Design pattern_gen, sky130hd; sources not shown.
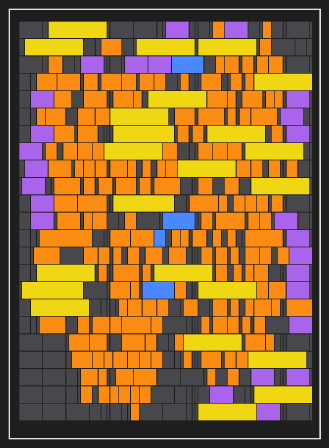
Figure 1: placement by cell class.
Fill, decap, tap and diode cells in gray.
class	color	cells
clock drivers and dummy loads	blue	4
registers	yellow	23
remaining logic cells	orange	176
remaining buffers and delay cells	purple	25
fraction of area in registers: 0.285
utilization after layout: 0.705
placeable core region: 2880 sq um
FP Rows: 23

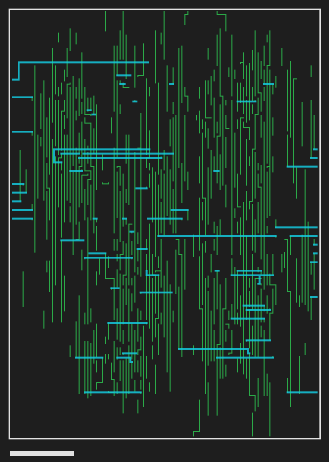
Figure 2: wiring by layer.
Bar = 10 um. Only two layers are drawn.
layer	color	wire length
M2	green	2340 um
M3	cyan	246 um
detailed-route wire length per cell: 17.3 um
total number of vias: 1799

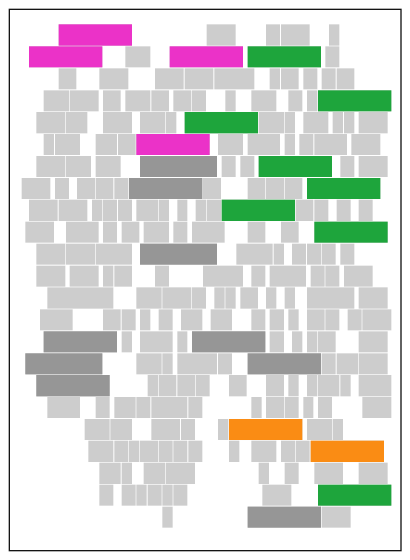
Figure 3: sequential cells colored by netlist name.
Other sequential cells in the stronger gray, the rest of the logic in the fainter gray.
netlist name	color	placed flops
`out_data`	magenta	4
`rem_q`	green	8
`state_q`	orange	2
not colored	9
sequential group power: 0.342 mW
sequential standard cell area: 579 sq um

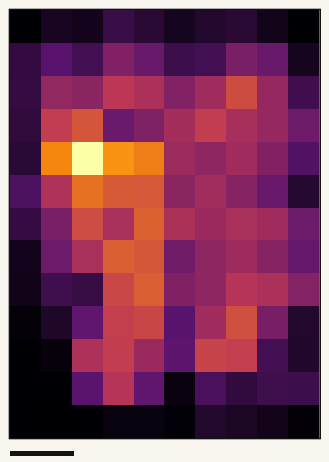
Figure 4: signal metal coverage by tile.
Bar = 10 um. 10 x 13 tiles, from black (low) to pale yellow (high), scaled to the fullest tile. Values are wire area over tile area, all layers added.
nearly empty tiles	9.2%
fullest tile	0.77
densest ninth of the die	middle
emptiest ninth of the die	bottom left
All-Layer GR Usage: 0.312
final routed wirelength across all metal layers: 4.59 mm

==> impl_metrics.json <==
{
  "max_clock_freq_ghz": 0.310,
  "rrSetupSlack_ns": 3.95,
  "fin_crit_ns": 3.22,
  "crit_chain": "clkdlybuf4s50_1 > mux2i_1 > xnor2_1 > a211oi_2 > or2_2 > a211o_1",
  "yosys-stat-cells": 211,
  "synth-seq-area-share": 0.331,
  "layoutNonFillerInstCount": 265,
  "clock_sink_count": 23,
  "run_status": "finished, final reports clean",
  "total_cell_area_reported_by_yosys_after_synthesis_sq_um": 1750,
  "synth_area_per_cell_sq_um": 8.30,
  "timing.critical_path.slowest_cell_delay_ns": 0.70,
  "power_density_nw_per_um2": 537,
  "synth.ff_latch_count": 23,
  "adder_share": 0.0271,
  "cp_num_buf_inv": 1,
  "detail-route-antenna-nets": 0,
  "clock.latency.late_pin_ns": 0.27,
  "ctsRootBufferMaster": "sky130_fd_sc_hd__clkbuf_8",
  "final_design_area_no_fill_sq_um": 2030,
  "synthCells": 211,
  "io_buffer_count": 25,
  "preCtsSetupSlack_ns": 2.93,
  "setup_viol": 0,
  "full_die_area_sq_um": 3250,
  "place_inst": 261,
  "top_logic_kind": "AND-OR/OR-AND gates",
  "crit_required_ns": 6.56,
  "dp_hpwl_mm": 3.33,
  "layout-drive-gt1-share": 0.105,
  "die.size.y_um": 67.0,
  "synth_compound_gate_area_share": 0.279,
  "first_pass_grt_wire_length_mm": 7.71,
  "totalNegativeSetupSlack_ns": 0,
  "crit_path_max_fanout": 7,
  "cts_hold_repair.buffers": 0,
  "gp_congestion": 0.897,
  "grt_antenna_before_repair": 0,
  "synth.distinct_cells": 53,
  "path_delay_family": "buffers and inverters",
  "vias_in_the_first_global_route": 1770,
  "simple_gate_area_frac": 0.229,
  "post_synth_main_area_contributors": "sky130_fd_sc_hd__dfrtp_1, sky130_fd_sc_hd__a21oi_1, sky130_fd_sc_hd__o21ai_0",
  "power.ir.vdd_worst_v": 0.000383,
  "worst_hold_class": "flip-flop to flip-flop",
  "design.final.nets": 251,
  "floorplanUtilization": 0.609,
  "number_of_drc_markers_after_the_initial_detailed_route_iteration": 60,
  "synthDominantCellAreaShare": 0.286,
  "synth_warnings": 0,
  "filler_cell_count_in_the_final_layout": 254,
  "hold-worst-slack_ns": 0.605,
  "critical_path_arrival_ns": 3.39,
  "die_width_um": 48.4,
  "cts_tree": "yes",
  "grt_max_degree": 24
}
## final cells by class
type,instances,area (sq um),share of cell area
multi-input combinational,167,1070,0.529
sequential,23,579,0.285
timing repair buffer,25,250,0.123
tap,37,46.3,0.0228
clock buffer,3,41.3,0.0203
inverter,9,33.8,0.0166
clock inverter,1,5.00,0.00247
## where the power goes
| part | internal, mW | leakage, nW | switching (mW) |
|---|---|---|---|
| logic | 0.242 | 0.546 | 0.411 |
| registers | 0.221 | 0.267 | 0.121 |
| clock network | 0.0436 | 0.0255 | 0.0505 |
| total | 0.507 | 0.839 | 0.582 |
## cells in the final DEF (no fill, tap or decap), types with 2 or more instances in the layout
cell | Yosys | final
sky130_fd_sc_hd__a211o_1 | 2 | 2
sky130_fd_sc_hd__a21o_1 | 2 | 2
sky130_fd_sc_hd__a21oi_1 | 22 | 22
sky130_fd_sc_hd__a21oi_2 | 2 | 2
sky130_fd_sc_hd__a22o_1 | 2 | 2
sky130_fd_sc_hd__a22oi_1 | 2 | 2
sky130_fd_sc_hd__a31oi_1 | 3 | 3
sky130_fd_sc_hd__and3_1 | 2 | 2
sky130_fd_sc_hd__clkbuf_8 | 0 | 3
sky130_fd_sc_hd__clkdlybuf4s50_1 | 0 | 25
sky130_fd_sc_hd__dfrtp_1 | 20 | 20
sky130_fd_sc_hd__dfstp_2 | 3 | 3
sky130_fd_sc_hd__ha_1 | 3 | 3
sky130_fd_sc_hd__inv_1 | 9 | 9
sky130_fd_sc_hd__mux2_2 | 4 | 4
sky130_fd_sc_hd__mux2i_1 | 5 | 5
sky130_fd_sc_hd__nand2_1 | 15 | 15
sky130_fd_sc_hd__nand2b_1 | 6 | 6
sky130_fd_sc_hd__nand3_1 | 7 | 7
sky130_fd_sc_hd__nor2_1 | 18 | 18
sky130_fd_sc_hd__nor2b_1 | 5 | 5
sky130_fd_sc_hd__nor3_1 | 5 | 5
sky130_fd_sc_hd__nor4_1 | 5 | 5
sky130_fd_sc_hd__nor4b_1 | 2 | 2
sky130_fd_sc_hd__o211ai_1 | 5 | 5
sky130_fd_sc_hd__o21ai_0 | 21 | 21
sky130_fd_sc_hd__o32ai_1 | 2 | 2
sky130_fd_sc_hd__or2_2 | 3 | 3
sky130_fd_sc_hd__or4_4 | 2 | 2
## metal layers
layer | global-route usage | vias up | share of wire
met2 | 0.574 | 85 | 0.51
li1 | - | 816 | -
met3 | 0.0365 | 23 | 0.054
met1 | 0.335 | 875 | 0.38
met4 | 0.213 | 0 | 0.052
met5 | 0 | - | 0
## Yosys cell counts (all sizes together) (3+ instances only)
| library cell | number |
|---|---|
| a21oi | 24 |
| a31oi | 3 |
| buf | 6 |
| clkbuf | 6 |
| dfrtp | 20 |
| dfstp | 3 |
| ha | 3 |
| inv | 9 |
| mux2 | 4 |
| mux2i | 6 |
| nand2 | 15 |
| nand2b | 6 |
| nand3 | 7 |
| nor2 | 18 |
| nor2b | 5 |
| nor3 | 5 |
| nor4 | 5 |
| o211ai | 5 |
| o21ai | 22 |
| or2 | 5 |
| or4 | 3 |
Power figures rest on the tool's default switching activity, not on a simulated workload.
